### src/rtl/board_view_compositor.sv
// Board-view compositor: once per video frame, picks the display mode, masks the PC
// fleet, overlays a blinking cursor and freezes both boards for the VGA renderer.
module board_view_compositor #(
    parameter int N            = 5,
    parameter int CW           = 4,
    parameter int SHIP_MAX     = 5,
    parameter int CURSOR_CODE  = 9,
    parameter int BLINK_FRAMES = 16,
    localparam int PW          = ($clog2(N) > 1) ? $clog2(N) : 1
) (
    input  logic                           clk,
    input  logic                           rst_n,
    input  logic                           frame_start,
    input  logic                           en_put_barcos,
    input  logic                           en_attack,
    input  logic                           en_pc_attack,
    input  logic                           en_check_pc_life,
    input  logic                           en_check_player_life,
    input  logic                           dead_pc,
    input  logic                           dead_player,
    input  logic [N-1:0][N-1:0][CW-1:0]    matriz_pc,
    input  logic [N-1:0][N-1:0][CW-1:0]    matriz_player,
    input  logic [N-1:0][N-1:0][CW-1:0]    matriz_pc_temp,
    input  logic [N-1:0][N-1:0][CW-1:0]    matriz_player_temp,
    input  logic [PW-1:0]                  posicion_x_move,
    input  logic [PW-1:0]                  posicion_y_move,
    input  logic [PW-1:0]                  posicion_x_attack,
    input  logic [PW-1:0]                  posicion_y_attack,
    output logic [N-1:0][N-1:0][CW-1:0]    matriz_pc_final,
    output logic [N-1:0][N-1:0][CW-1:0]    matriz_player_final,
    output logic [2:0]                     view_mode,
    output logic                           cursor_on,
    output logic                           snapshot_valid
);
    localparam int CNTW = $clog2(BLINK_FRAMES);

    typedef enum logic [2:0] {
        M_IDLE    = 3'd0,
        M_PLACE   = 3'd1,
        M_ATTACK  = 3'd2,
        M_PC_TURN = 3'd3,
        M_END     = 3'd4
    } mode_t;

    mode_t                        mode_q, mode_d, dec_mode;
    logic [CNTW-1:0]              cnt_q, cnt_d;
    logic                         cur_on_d;
    logic                         valid_q, valid_d;
    logic [N-1:0][N-1:0][CW-1:0]  pc_q, pc_d, pl_q, pl_d;
    logic [CW-1:0]                pc_cell, pl_cell;
    logic                         at_move, at_attack;

    function automatic logic is_ship(input logic [CW-1:0] code);
        return (code != '0) && (int'(code) <= SHIP_MAX);
    endfunction

    function automatic logic [CW-1:0] fog(input logic [CW-1:0] code);
        return is_ship(code) ? '0 : code;
    endfunction

    always_comb begin
        mode_d   = mode_q;
        cnt_d    = cnt_q;
        cur_on_d = 1'b0;
        valid_d  = valid_q;
        pc_d     = pc_q;
        pl_d     = pl_q;
        dec_mode = M_IDLE;
        pc_cell  = '0;
        pl_cell  = '0;
        at_move  = 1'b0;
        at_attack = 1'b0;
        if (frame_start) begin
            if (dead_pc || dead_player)                    dec_mode = M_END;
            else if (en_put_barcos)                        dec_mode = M_PLACE;
            else if (en_attack || en_check_pc_life)        dec_mode = M_ATTACK;
            else if (en_pc_attack || en_check_player_life) dec_mode = M_PC_TURN;
            // END only releases into a fresh placement phase
            mode_d = (mode_q == M_END && dec_mode != M_PLACE) ? M_END : dec_mode;
            if (mode_d != mode_q || cnt_q == CNTW'(BLINK_FRAMES - 1))
                cnt_d = '0;
            else
                cnt_d = cnt_q + CNTW'(1);
            cur_on_d = (cnt_d < CNTW'(BLINK_FRAMES / 2));
            valid_d  = 1'b1;
            for (int y = 0; y < N; y++) begin
                for (int x = 0; x < N; x++) begin
                    at_move   = cur_on_d && (posicion_y_move == PW'(y)) &&
                                (posicion_x_move == PW'(x));
                    at_attack = cur_on_d && (posicion_y_attack == PW'(y)) &&
                                (posicion_x_attack == PW'(x));
                    pc_cell = '0;
                    pl_cell = '0;
                    case (mode_d)
                        M_PLACE: begin
                            pc_cell = matriz_pc_temp[y][x];
                            pl_cell = at_move ? CW'(CURSOR_CODE) : matriz_player_temp[y][x];
                        end
                        M_ATTACK: begin
                            pc_cell = at_attack ? CW'(CURSOR_CODE) : fog(matriz_pc[y][x]);
                            pl_cell = matriz_player[y][x];
                        end
                        M_PC_TURN: begin
                            pc_cell = fog(matriz_pc[y][x]);
                            pl_cell = matriz_player[y][x];
                        end
                        M_END: begin
                            pc_cell = matriz_pc[y][x];
                            pl_cell = matriz_player[y][x];
                        end
                        default: ;
                    endcase
                    pc_d[y][x] = pc_cell;
                    pl_d[y][x] = pl_cell;
                end
            end
        end
    end

    always_ff @(posedge clk or negedge rst_n) begin
        if (!rst_n) begin
            mode_q  <= M_IDLE;
            cnt_q   <= '0;
            valid_q <= 1'b0;
            pc_q    <= '0;
            pl_q    <= '0;
        end else begin
            mode_q  <= mode_d;
            cnt_q   <= cnt_d;
            valid_q <= valid_d;
            pc_q    <= pc_d;
            pl_q    <= pl_d;
        end
    end

    assign matriz_pc_final     = pc_q;
    assign matriz_player_final = pl_q;
    assign view_mode           = mode_q;
    assign cursor_on           = (cnt_q < CNTW'(BLINK_FRAMES / 2));
    assign snapshot_valid      = valid_q;

endmodule

### config.mk
export PLATFORM = sky130hd
export DESIGN_NAME = board_view_compositor
export DESIGN_NICKNAME = d
export VERILOG_FILES = /design/src/rtl/board_view_compositor.sv
export SDC_FILE = /design/constraint.sdc
export NUM_CORES = 1
export LEC_CHECK = 0
export CAP_MARGIN = 20
export CORE_AREA = 2 2 244 246
export CTS_CLUSTER_DIAMETER = 30
export DETAILED_ROUTE_END_ITERATION = 8
export DIE_AREA = 0 0 246 248
export PLACE_DENSITY = 0.54
export RECOVER_POWER = 25
export SETUP_SLACK_MARGIN = 0.15
export SLEW_MARGIN = 0
export SYNTH_ARGS = -nofsm -noshare
export SYNTH_HDL_FRONTEND = slang
export SYNTH_SLANG_ARGS = --single-unit
### constraint.sdc
create_clock -name clk -period 4.7 [get_ports clk]
set_input_delay 0.94 -clock clk [delete_from_list [all_inputs] [get_ports clk]]
set_output_delay 0.94 -clock clk [all_outputs]
set_load 0.03 [all_outputs]
**Run 1: clock distribution**

The bar under the picture is 50 um long.
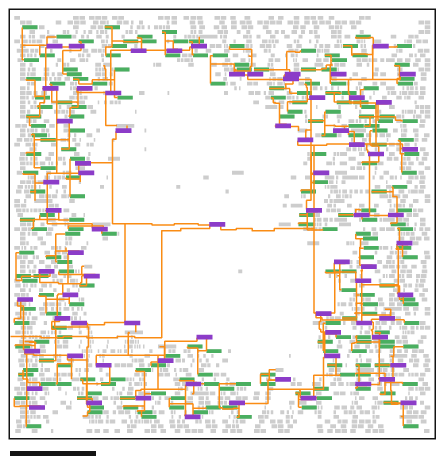
legend:
  purple:
    item: clock drivers
    count: 73
  orange:
    item: clock wires
    length: 4570 um
  green:
    item: flip-flops
    count: 208
flops lie: widely spread

**Run 1: cells coloured by class**

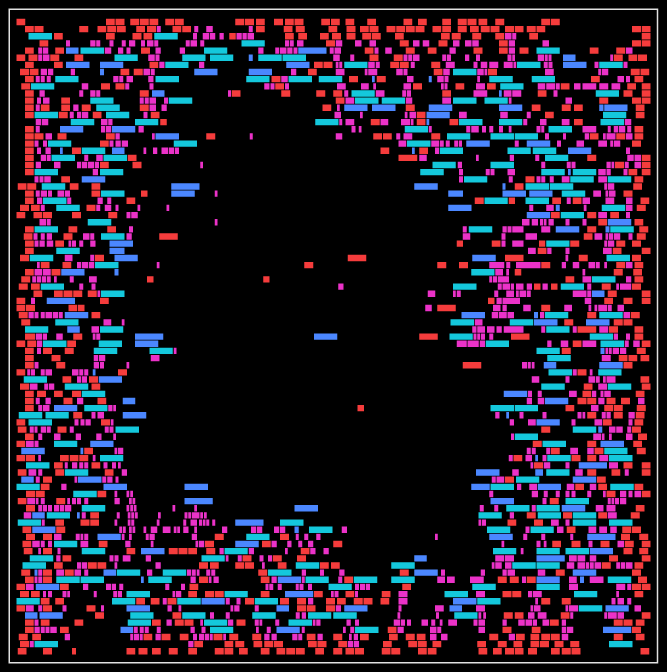
legend:
  cyan:
    class: flops
    cells: 208
  blue:
    class: clock drivers and dummy loads
    cells: 131
  magenta:
    class: combinational and other logic
    cells: 978
  red:
    class: other buffers and delay cells
    cells: 649

**Run 1: clock routing**

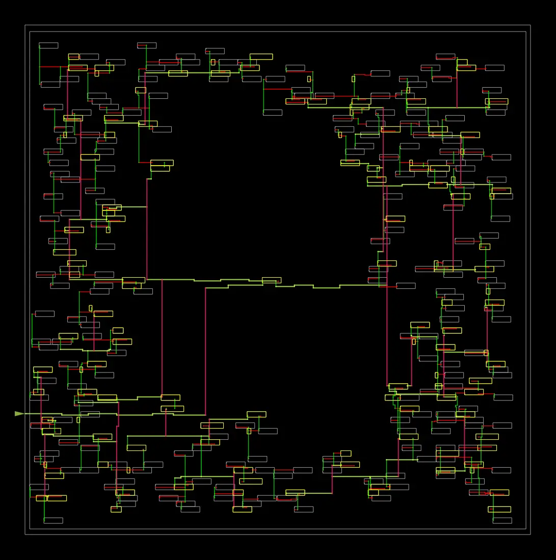
Worst Skew: 0.02803 ns
Worst-Skew Late Latency: 0.59 ns
Clk. pwr: 5.02 mW

==> run 1: cells by family (layout without fill, tap and decap cells) <==
family,Yosys count,after routing,synth area share
AOI/OAI and AO/OA,667,667,0.3798
DFF,208,208,0.4508
other,0,4,0
adders and majority gates,1,1,0.001083
muxes,2,2,0.001842
and+or+nand+nor,285,285,0.1177
buffers and inverters,134,802,0.04811
xor gates and xnor gates,1,1,0.0007586
==> run 1: worst max path at each step <==
stage,startpoint,end,slack [ns],cells past startpoint
after global placement,dead_pc,matriz_pc_final[10],0.76,6
after global routing,dead_pc,matriz_pc_final[86],1.16,6
after detailed placement,dead_pc,matriz_pc_final[77],0.70,6
final,dead_pc,matriz_pc_final[86],1.17,6
after floorplan,en_put_barcos,matriz_pc_final[21],2.20,6
after CTS,dead_pc,matriz_pc_final[86],1.32,6
==> run 1: power groups by stage <==
stage / clock, mW / sequential [mW] / combinational, mW
final: 5.02 / 2.15 / 1.97
after global routing: 5.21 / 2.17 / 2.09
after CTS: 5.10 / 2.15 / 1.98
after detailed placement: 0 / 2.17 / 1.97
after global placement: 0 / 2.16 / 1.96
after floorplan: 0 / 2.55 / 0.487
==> run 1: layer usage <==
| metal | global-route usage | up-vias | part of all wire |
|---|---|---|---|
| met5 | 0 | - | 0.00020 |
| met2 | 0.3572 | 704 | 0.50 |
| met1 | 0.2240 | 6705 | 0.37 |
| met4 | 0.07629 | 2 | 0.030 |
| li1 | - | 6188 | - |
| met3 | 0.06531 | 111 | 0.094 |
==> run 1: cells in the mapped netlist, types with 4 or more instances <==
library cell  instances
dfrtp_1             208
o21ai_0             197
a21oi_1             133
nor2_1              110
a22oi_1             100
clkbuf_1             82
nand2_1              64
a21o_1               50
a31oi_1              50
a221o_1              48
and3_1               33
nand3_1              27
a2bb2oi_1            24
inv_1                22
buf_2                21
a31o_2               20
and2_1               20
a311oi_1             17
a311oi_2              7
o21ai_1               6
buf_1                 4
nand3b_1              4
nor3b_1               4
o2bb2ai_1             4
or3_1                 4
==> run 1: stage by stage <==
stage / utilization / instance area, um2 / instances / power (mW)
CTS: 0.3624 / 21190 / 2737 / 9.228
global route: 0.3631 / 21230 / 2743 / 9.474
detailed placement: 0.3184 / 18610 / 2606 / 4.137
finish: 0.3631 / 21230 / 2743 / 9.143
global placement: 0.3184 / 18610 / 2606 / 4.122
floorplan: - / 11550 / 1298 / 3.038
==> run 1: state kept, by name (all words and copies together), names as in the netlist <==
name	count
snapshot_valid	1
cnt_q	4
matriz_player_final	100
matriz_pc_final	100
view_mode	3
==> run 1: worst register-to-register path: stages (launching register included) <==
cell and delay, ns:
dfrtp_1 0.45, or3b_1 0.29, o21a_2 0.21, nand4_2 0.82, a311oi_1 0.76, a221o_1 0.24
==> run 1: final cells by class <==
type,count,area (um2)
inverter,22,85.08
clock inverter,26,446.7
tap,773,967.2
fill,5925,37240
multi-input combinational,956,5837
clock buffer,105,2128
sequential,208,5205
timing repair buffer,649,6548
antenna,4,10.01
==> results.json, run 1 <==
{
  "ys_cells": 1298,
  "tns_ns": 0,
  "p_per_area_nw_per_um2": 430.7,
  "hold_start": "snapshot_valid",
  "max_freq_ghz": 0.2831,
  "cts_buffer_depth": 3,
  "timing.final.crit_share": 0.7514,
  "topCellsByArea": "dfrtp_1, o21ai_0, a22oi_1, a21oi_1, a221o_1",
  "r2r-end": "matriz_pc_final[86]",
  "holdPathEnd": "snapshot_valid",
  "lay_top_count": "clkdlybuf4s50_1",
  "max_stage_delay_ns": 0.82,
  "min_period_ns": 3.532,
  "crit_slowest_cell": "nand4_2",
  "postRouteAntennaNets": 0,
  "holdWs_ns": 0.4595,
  "cts.sinks": 208,
  "antenna_found_initial": 5,
  "crit_type": "input port to register",
  "nets": 2333,
  "startpoint_type": "input port",
  "final_cell_mix": "clkdlybuf4s50_1, dfrtp_1, o21ai_0, a21oi_1, nor2_1",
  "syn_avg_cell_area_um2": 8.896,
  "pwr-share-seq": 0.235,
  "ys_area_um2": 11550,
  "dieArea_um2": 61010,
  "netSwitchingFraction": 0.2856,
  "routed_via_density": 4.998,
  "edf_count": 0,
  "ys_seq_frac": 0.4508,
  "whs_path_depth": 1,
  "boundaryPins": 627,
  "clk_pin_slew_ns": 0.04,
  "tool_warnings": 29,
  "finalHoldViolations": 0,
  "rr_worst_depth": 5,
  "ys.flops": 208,
  "postSynthNetCount": 1721,
  "ff_type": "dfrtp_1",
  "tightest_slew_ns": 2.410,
  "syn-cell-area_um2": 11550,
  "maxCapViolCount": 1,
  "floorplan.core_area_um2": 58460,
  "status": "finished with violations",
  "drc": 0,
  "drtIter0Drc": 816,
  "hold_path_class": "register to register",
  "p_int_mw": 6.532,
  "rrSetupSlack_ns": 1.87,
  "cts_setup_buffers": 0,
  "layout_setup_ws_ns": 1.168,
  "grt_max_degree": 101,
  "cts_hold_buf": 0,
  "yosysTopAreaCellShare": 0.4508,
  "placementRows": 89,
  "post-dp-hpwl_um": 47470,
  "gp_congestion": 0.8284,
  "rsz0062_at_grt": "no",
  "synth_cell_types": 52,
  "grt_pass1_wl_um": 91870,
  "p_leak_nw": 8.501,
  "crit_fanout": 25,
  "vdd_ir_drop_max_mv": 0.2630,
  "wirelength_um": 64700,
  "yosysWarnings": 0,
  "htree_num_levels": 3,
  "place.port_buffers": 626,
  "power_switching_mw": 2.611,
  "async_flop_share": 1.000,
  "final_layout_size_suffix_gt1_frac": 0.09613,
  "root_buffer": "clkbuf_16",
  "combPwrFrac": 0.216,
  "path_buffers": 1,
  "dieWidth_um": 246,
  "ctsResizeCount": 0,
  "tritoncts": "done",
  "via_count": 13710,
  "area_growth_pct": 83.82,
  "cp.required_ns": 5.20,
  "top_area_cell": "dfrtp_1",
  "grt_pass1_vias": 14070,
  "cts_buffers": 73,
  "place_ws_ns": 0.6995,
  "worstPathArrival_ns": 4.03,
  "regToRegStartpoint": "view_mode[2]",
  "die_h_um": 248,
  "syn_inst": 1298,
  "grt_use_total": 0.2016,
  "failed_checks": "max-capacitance violations, max-slew violations",
  "initCoreUtil": 0.1975,
  "end_kind": "register",
  "dr.pass1.iters": 6,
  "path_cells": "clkdlybuf4s50_1 -> nor2_1 -> o21a_2 -> nand4_2 -> a311oi_1 -> a221o_1",
  "wl_per_cell_um": 23.59,
  "critPathTopFamily": "AND-OR/OR-AND gates",
  "p_clk_frac": 0.549,
  "slew_headroom": -0.6067,
  "overflow": 0,
  "setup_viol_count_final": 0,
  "maxSlewViolCount": 79
}
**Run 1: register map, names as in the netlist**

Other sequential cells in the stronger grey, the rest of the logic in the fainter grey.
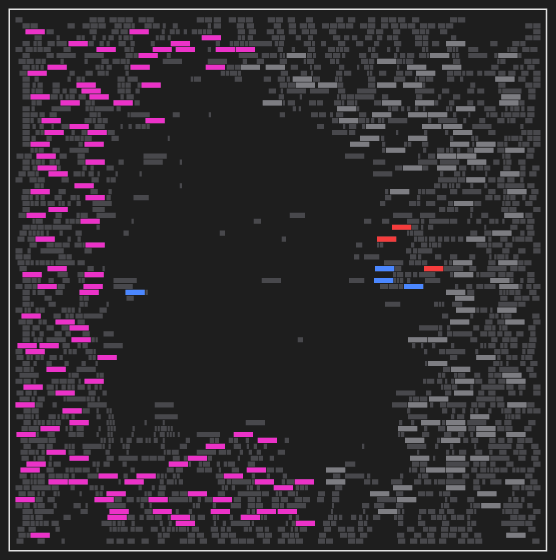

==> run 2: changes to the inputs <==
CORE_AREA = 2 2 246 248   (was 2 2 244 246)
DIE_AREA = 0 0 248 250   (was 0 0 246 248)
clock period = 3.7 ns   (was 4.7 ns; I/O delays follow)
**Run 2: register map, names as in the netlist**

Other sequential cells in the stronger grey, the rest of the logic in the fainter grey.
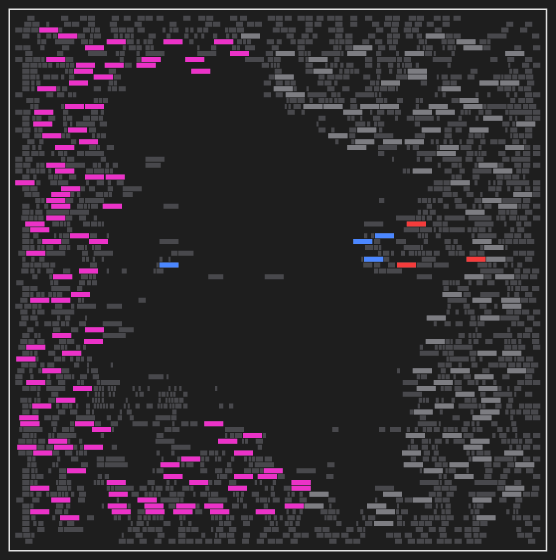
legend:
  red:
    netlist_name: view_mode
    flops: 3
  blue:
    netlist_name: cnt_q
    flops: 4
  magenta:
    netlist_name: matriz_player_final
    flops: 100

==> results.json, run 2 <==
{
  "syn-cell-area_um2": 11550,
  "tool_warnings": 30,
  "grt_use_total": 0.1984,
  "critPathTopFamily": "buffers and inverters",
  "grt_pass1_vias": 14260,
  "top_area_cell": "dfrtp_1",
  "worstPathArrival_ns": 3.42,
  "wl_per_cell_um": 23.27,
  "ff_type": "dfrtp_1",
  "yosysTopAreaCellShare": 0.4508,
  "ys_area_um2": 11550,
  "ys_cells": 1298,
  "postRouteAntennaNets": 0,
  "status": "finished with violations",
  "cts_buffer_depth": 3,
  "crit_slowest_cell": "clkbuf_2",
  "clk_pin_slew_ns": 0.04,
  "nets": 2340,
  "maxSlewViolCount": 177,
  "whs_path_depth": 1,
  "die_h_um": 250,
  "ys_seq_frac": 0.4508,
  "min_period_ns": 2.902,
  "clock_latency_ns": 0.59,
  "top_cell": "dfrtp_1",
  "cp.required_ns": 4.21,
  "root_buffer": "clkbuf_16",
  "crit_type": "input port to register",
  "routed_via_density": 4.975,
  "clock_skew_ns": 0.02716,
  "dieArea_um2": 62000,
  "crit_fanout": 99,
  "p_leak_nw": 8.486,
  "via_count": 13730,
  "dieWidth_um": 248,
  "finalHoldViolations": 0,
  "wirelength_um": 64200,
  "rr_worst_depth": 7,
  "postSynthNetCount": 1721,
  "final_cell_mix": "clkdlybuf4s50_1, dfrtp_1, o21ai_0, a21oi_1, nor2_1",
  "tritoncts": "done",
  "rsz0062_at_grt": "no",
  "area_growth_pct": 83.47,
  "tns_ns": 0,
  "floorplan.core_area_um2": 59570,
  "path_buffers": 2,
  "cts_setup_buffers": 0,
  "ctsResizeCount": 0,
  "syn_inst": 1298,
  "antenna_found_initial": 6,
  "r2r-end": "matriz_player_final[72]",
  "end_kind": "register",
  "holdPathEnd": "snapshot_valid",
  "drtIter0Drc": 841,
  "slew_headroom": -0.6207,
  "timing.final.crit_share": 0.7843,
  "overflow": 0,
  "htree_num_levels": 3,
  "lay_top_count": "clkdlybuf4s50_1",
  "vdd_ir_drop_max_mv": 0.3565,
  "grt_max_degree": 103,
  "place.port_buffers": 626,
  "dr.pass1.iters": 5,
  "async_flop_share": 1.000,
  "placementRows": 90,
  "yosysWarnings": 0,
  "hold_start": "snapshot_valid",
  "rrSetupSlack_ns": 1.29,
  "tightest_slew_ns": 2.431,
  "drc": 0,
  "p_per_area_nw_per_um2": 533.0,
  "ys.flops": 208,
  "synth_cell_types": 52,
  "final_layout_size_suffix_gt1_frac": 0.1003,
  "boundaryPins": 627,
  "post-dp-hpwl_um": 47690,
  "gp_congestion": 0.8489,
  "initCoreUtil": 0.1938,
  "syn_avg_cell_area_um2": 8.896,
  "cts_buffers": 69,
  "max_stage_delay_ns": 1.40,
  "regToRegStartpoint": "view_mode[0]",
  "hold_path_class": "register to register",
  "top_cells_by_count": "dfrtp_1, o21ai_0, a21oi_1, nor2_1, a22oi_1",
  "crit_start": "frame_start",
  "path_cells": "clkbuf_2 -> nand4_2 -> buf_4 -> a311oi_1 -> a221o_1",
  "maxCapViolCount": 2,
  "grt_pass1_wl_um": 92030,
  "startpoint_type": "input port",
  "topCellsByArea": "dfrtp_1, o21ai_0, a22oi_1, a21oi_1, a221o_1",
  "max_freq_ghz": 0.3446,
  "edf_count": 0,
  "cts_hold_buf": 0,
  "failed_checks": "max-capacitance violations, max-slew violations",
  "finalPower_mw": 11.29,
  "setup_viol_count_final": 0,
  "cts.sinks": 208
}
-- run 2: cell type report --
| class | instances | area [um2] |
|---|---|---|
| Clock inverter | 34 | 467.9 |
| Multi-Input combinational cell | 956 | 5837 |
| Antenna cell | 3 | 7.507 |
| Sequential cell | 208 | 5205 |
| Inverter | 22 | 85.08 |
| Clock buffer | 94 | 1931 |
| Tap cell | 782 | 978.4 |
| Timing Repair Buffer | 660 | 6674 |
| Fill cell | 6087 | 38380 |
-- run 2: how the worst max path moves through the flow --
stage,depth (start not counted),slack (ns),endpoint
floorplan,6,1.40,matriz_pc_final[21]
global placement,8,0.45,matriz_player_final[97]
detailed placement,8,0.41,matriz_pc_final[10]
CTS,2,1.01,cursor_on
global route,5,0.58,matriz_pc_final[29]
finish,5,0.80,matriz_pc_final[29]
-- run 2: kinds of logic after synthesis --
family	after synthesis	synth area share
AOI/OAI and AO/OA	667	0.3798
and+or+nand+nor	285	0.1177
DFF	208	0.4508
buffers and inverters	134	0.04811
muxes	2	0.001842
xor gates and xnor gates	1	0.0007586
adders and majority gates	1	0.001083
-- run 2: metrics by stage --
step | utilization | std cells | cell area [um2] | setup WS, ns | hold slack [ns]
detailed placement | 0.3155 | 2628 | 18800 | 0.4083 | 0.4693
floorplan | - | 1298 | 11550 | 1.402 | 0.4444
global route | 0.3556 | 2759 | 21190 | 0.5809 | 0.4991
CTS | 0.3558 | 2756 | 21190 | 1.006 | 0.1916
global placement | 0.3155 | 2628 | 18800 | 0.4459 | 0.4544
finish | 0.3556 | 2759 | 21190 | 0.7980 | 0.4703
-- run 2: worst register-to-register path, delay by kind of cell (launching register included) --
kind | cells | cell delay [ns]
buffers and inverters | 2 | 0.70
AND/OR/NAND/NOR | 1 | 0.45
AND-OR/OR-AND | 4 | 0.74
flip-flops | 1 | 0.43
-- run 2: layer usage --
layer | wire length (um) | up-vias | GRT usage
met5 | 22 | - | 0
met2 | 32060 | 740 | 0.3493
met3 | 6238 | 105 | 0.06183
li1 | - | 6214 | -
met1 | 23770 | 6663 | 0.2194
met4 | 2108 | 4 | 0.08007
-- run 2: where the power goes --
part	switching (mW)	leakage (nW)	internal (mW)	total, mW
Clock	1.78	1.18	4.27	6.06
Sequential	0.179	2.53	2.55	2.73
Combinational	1.34	4.77	1.17	2.50
**Run 2: clock routing**

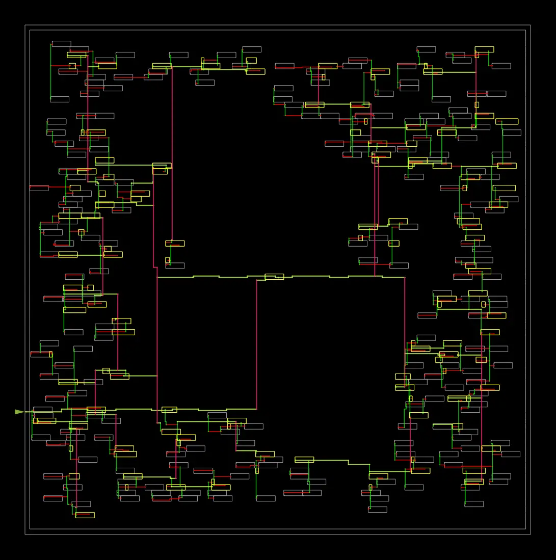

==> run 3: changes to the inputs <==
CORE_AREA = 2 2 244 246   (was 2 2 246 248)
DIE_AREA = 0 0 246 248   (was 0 0 248 250)
PLACE_DENSITY = 0.56   (was 0.54)
clock period = 2.6 ns   (was 3.7 ns; I/O delays follow)
**Run 3: clock routing**

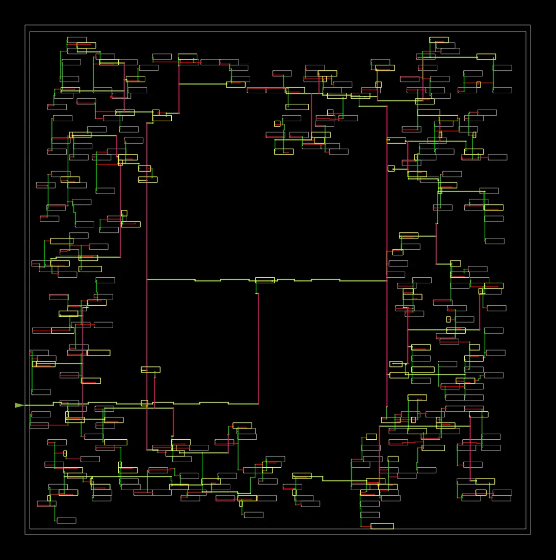
CTS Buf Count: 69
Worst Skew: 0.02065 ns
Worst-Skew Late Latency: 0.58 ns
clock sinks: 208
clock buf count: 88

==> results.json, run 3 <==
{
  "grt_pass1_vias": 14550,
  "top_area_cell": "dfrtp_1",
  "hold_path_class": "input port to register",
  "routed_via_density": 4.964,
  "final_cell_mix": "clkdlybuf4s50_1, dfrtp_1, o21ai_0, a21oi_1, nor2_1",
  "cp.required_ns": 3.06,
  "lay_top_count": "clkdlybuf4s50_1",
  "area_growth_pct": 89.32,
  "tritoncts": "done",
  "floorplan.core_area_um2": 58460,
  "grt_use_total": 0.2028,
  "post-dp-hpwl_um": 50020,
  "status": "complete, no violations",
  "tightest_slew_ns": 1.469,
  "dieWidth_um": 246,
  "maxCapViolCount": 0,
  "worstPathArrival_ns": 2.81,
  "antenna_found_initial": 5,
  "syn_avg_cell_area_um2": 8.896,
  "tool_warnings": 26,
  "ff_type": "dfrtp_1",
  "initCoreUtil": 0.1975,
  "synth_cell_types": 52,
  "finalPower_mw": 15.96,
  "critPathTopFamily": "buffers and inverters",
  "max_freq_ghz": 0.4261,
  "slew_headroom": 0.02080,
  "top_cell": "dfrtp_1",
  "p_per_area_nw_per_um2": 730.2,
  "root_buffer": "clkbuf_16",
  "setup_viol_count_final": 0,
  "boundaryPins": 627,
  "num-fill-cells": 5930,
  "wl_per_cell_um": 22.99,
  "rsz0062_at_grt": "no",
  "ys_area_um2": 11550,
  "cts_setup_buffers": 0,
  "ys.flops": 208,
  "min_period_ns": 2.347,
  "topCellsByArea": "dfrtp_1, o21ai_0, a22oi_1, a21oi_1, a221o_1",
  "yosysTopAreaCellShare": 0.4508,
  "rrSetupSlack_ns": 0.27,
  "dp_cells": 2700,
  "yosysWarnings": 0,
  "maxSlewViolCount": 0,
  "crit_slowest_cell": "clkdlybuf4s50_1",
  "die_h_um": 248,
  "syn_inst": 1298,
  "max_stage_delay_ns": 0.48,
  "postSynthNetCount": 1721,
  "grt_pass1_wl_um": 92660,
  "overflow": 0,
  "top_cells_by_count": "dfrtp_1, o21ai_0, a21oi_1, nor2_1, a22oi_1",
  "syn-cell-area_um2": 11550,
  "stdcell_count": 2821,
  "place.port_buffers": 626,
  "drc": 0,
  "path_cells": "clkdlybuf4s50_1 -> or3b_1 -> buf_4 -> o221ai_4 -> buf_12 -> buf_12 -> a21o_1 -> o21ai_0 -> a31oi_1",
  "ys_seq_frac": 0.4508,
  "grt_max_degree": 83,
  "dieArea_um2": 61010,
  "crit_type": "input port to register",
  "vdd_ir_drop_max_mv": 0.4998,
  "crit_top_cell": "buf_12",
  "postRouteAntennaNets": 0,
  "startpoint_type": "input port",
  "end_kind": "register",
  "async_flop_share": 1.000,
  "timing.final.crit_share": 0.9027,
  "edf_count": 0,
  "path_buffers": 4,
  "crit_fanout": 23,
  "htree_num_levels": 3,
  "tns_ns": 0,
  "dr.pass1.iters": 5,
  "final_layout_size_suffix_gt1_frac": 0.1315,
  "clk_pin_slew_ns": 0.05,
  "layout_setup_ws_ns": 0.2529,
  "gp_congestion": 0.9112,
  "ys_cells": 1298,
  "nets": 2422,
  "finalHoldViolations": 0,
  "via_count": 14000,
  "place_ws_ns": -0.2444,
  "cts_buffer_depth": 3,
  "p_leak_nw": 8.874,
  "wirelength_um": 64850,
  "placementRows": 89,
  "drtIter0Drc": 751,
  "holdWs_ns": 0.3186
}
## run 3: netlist changes by cell type in the layout (fill, tap and decap cells not counted), moves of 3 or more
cell | previous run | this run
buf_4 | 21 | 82
buf_12 | 13 | 25
clkdlybuf4s50_1 | 624 | 620
dlygate4sd2_1 | 0 | 4
clkinv_2 | 14 | 11
inv_16 | 3 | 0
## run 3: layer usage
layer | share of wire | track usage | up-vias
li1 | - | - | 6361
met1 | 0.36 | 0.2171 | 6860
met2 | 0.52 | 0.3692 | 671
met3 | 0.092 | 0.06434 | 109
met4 | 0.028 | 0.07950 | 2
met5 | 0.00025 | 0 | -
## run 3: final timing paths
kind	start	end	depth (start not counted)
hold reg to reg	snapshot_valid	snapshot_valid	1
setup / recovery	en_put_barcos	matriz_player_final[63]	9
setup reg to reg	view_mode[0]	matriz_player_final[63]	8
hold / removal	frame_start	matriz_player_final[15]	2
min in group asynchronous	rst_n	matriz_player_final[81]	2
max in group asynchronous	rst_n	matriz_player_final[24]	3
## run 3: report_power, final
| part | leakage [nW] | switching, mW | total, mW | internal (mW) |
|---|---|---|---|---|
| Clock | 1.14 | 2.38 | 8.41 | 6.03 |
| Sequential | 2.53 | 0.248 | 3.88 | 3.63 |
| Combinational | 5.20 | 1.93 | 3.67 | 1.74 |
| Total | 8.87 | 4.56 | 16.0 | 11.4 |
## run 3: through the flow
step | utilization | cell area [um2]
6_report | 0.3739 | 21860
5_1_grt | 0.3739 | 21860
4_1_cts | 0.3747 | 21900
3_5_place_dp | 0.3347 | 19570
3_3_place_gp | 0.3347 | 19570
2_1_floorplan | - | 11550
## run 3: cells by family after synthesis
logic type / count (synthesis) / synth area share
buffers and inverters: 134 / 0.04811
adders and majority gates: 1 / 0.001083
muxes: 2 / 0.001842
xor gates and xnor gates: 1 / 0.0007586
and+or+nand+nor: 285 / 0.1177
DFF: 208 / 0.4508
AOI/OAI and AO/OA: 667 / 0.3798
## run 3: area by class of cell
cell class	instances	area [um2]	area share
multi-input cells	956	5837	0.2670
flip-flops and latches	208	5205	0.2381
clock inverters	30	444.2	0.02032
diodes	2	5.005	0.0002289
repair buffers	742	7430	0.3399
clock buffers	88	1888	0.08637
inverters	22	85.08	0.003892
well taps	773	967.2	0.04424
## run 3: what timing repair did
item | CTS | global route
resized | 4 | 1
setup endpoints to repair | 4 | 1
hold buffers | 1 | 0
hold endpoints to repair | 60 | 0
Power figures rest on the tool's default switching activity, not on a simulated workload.
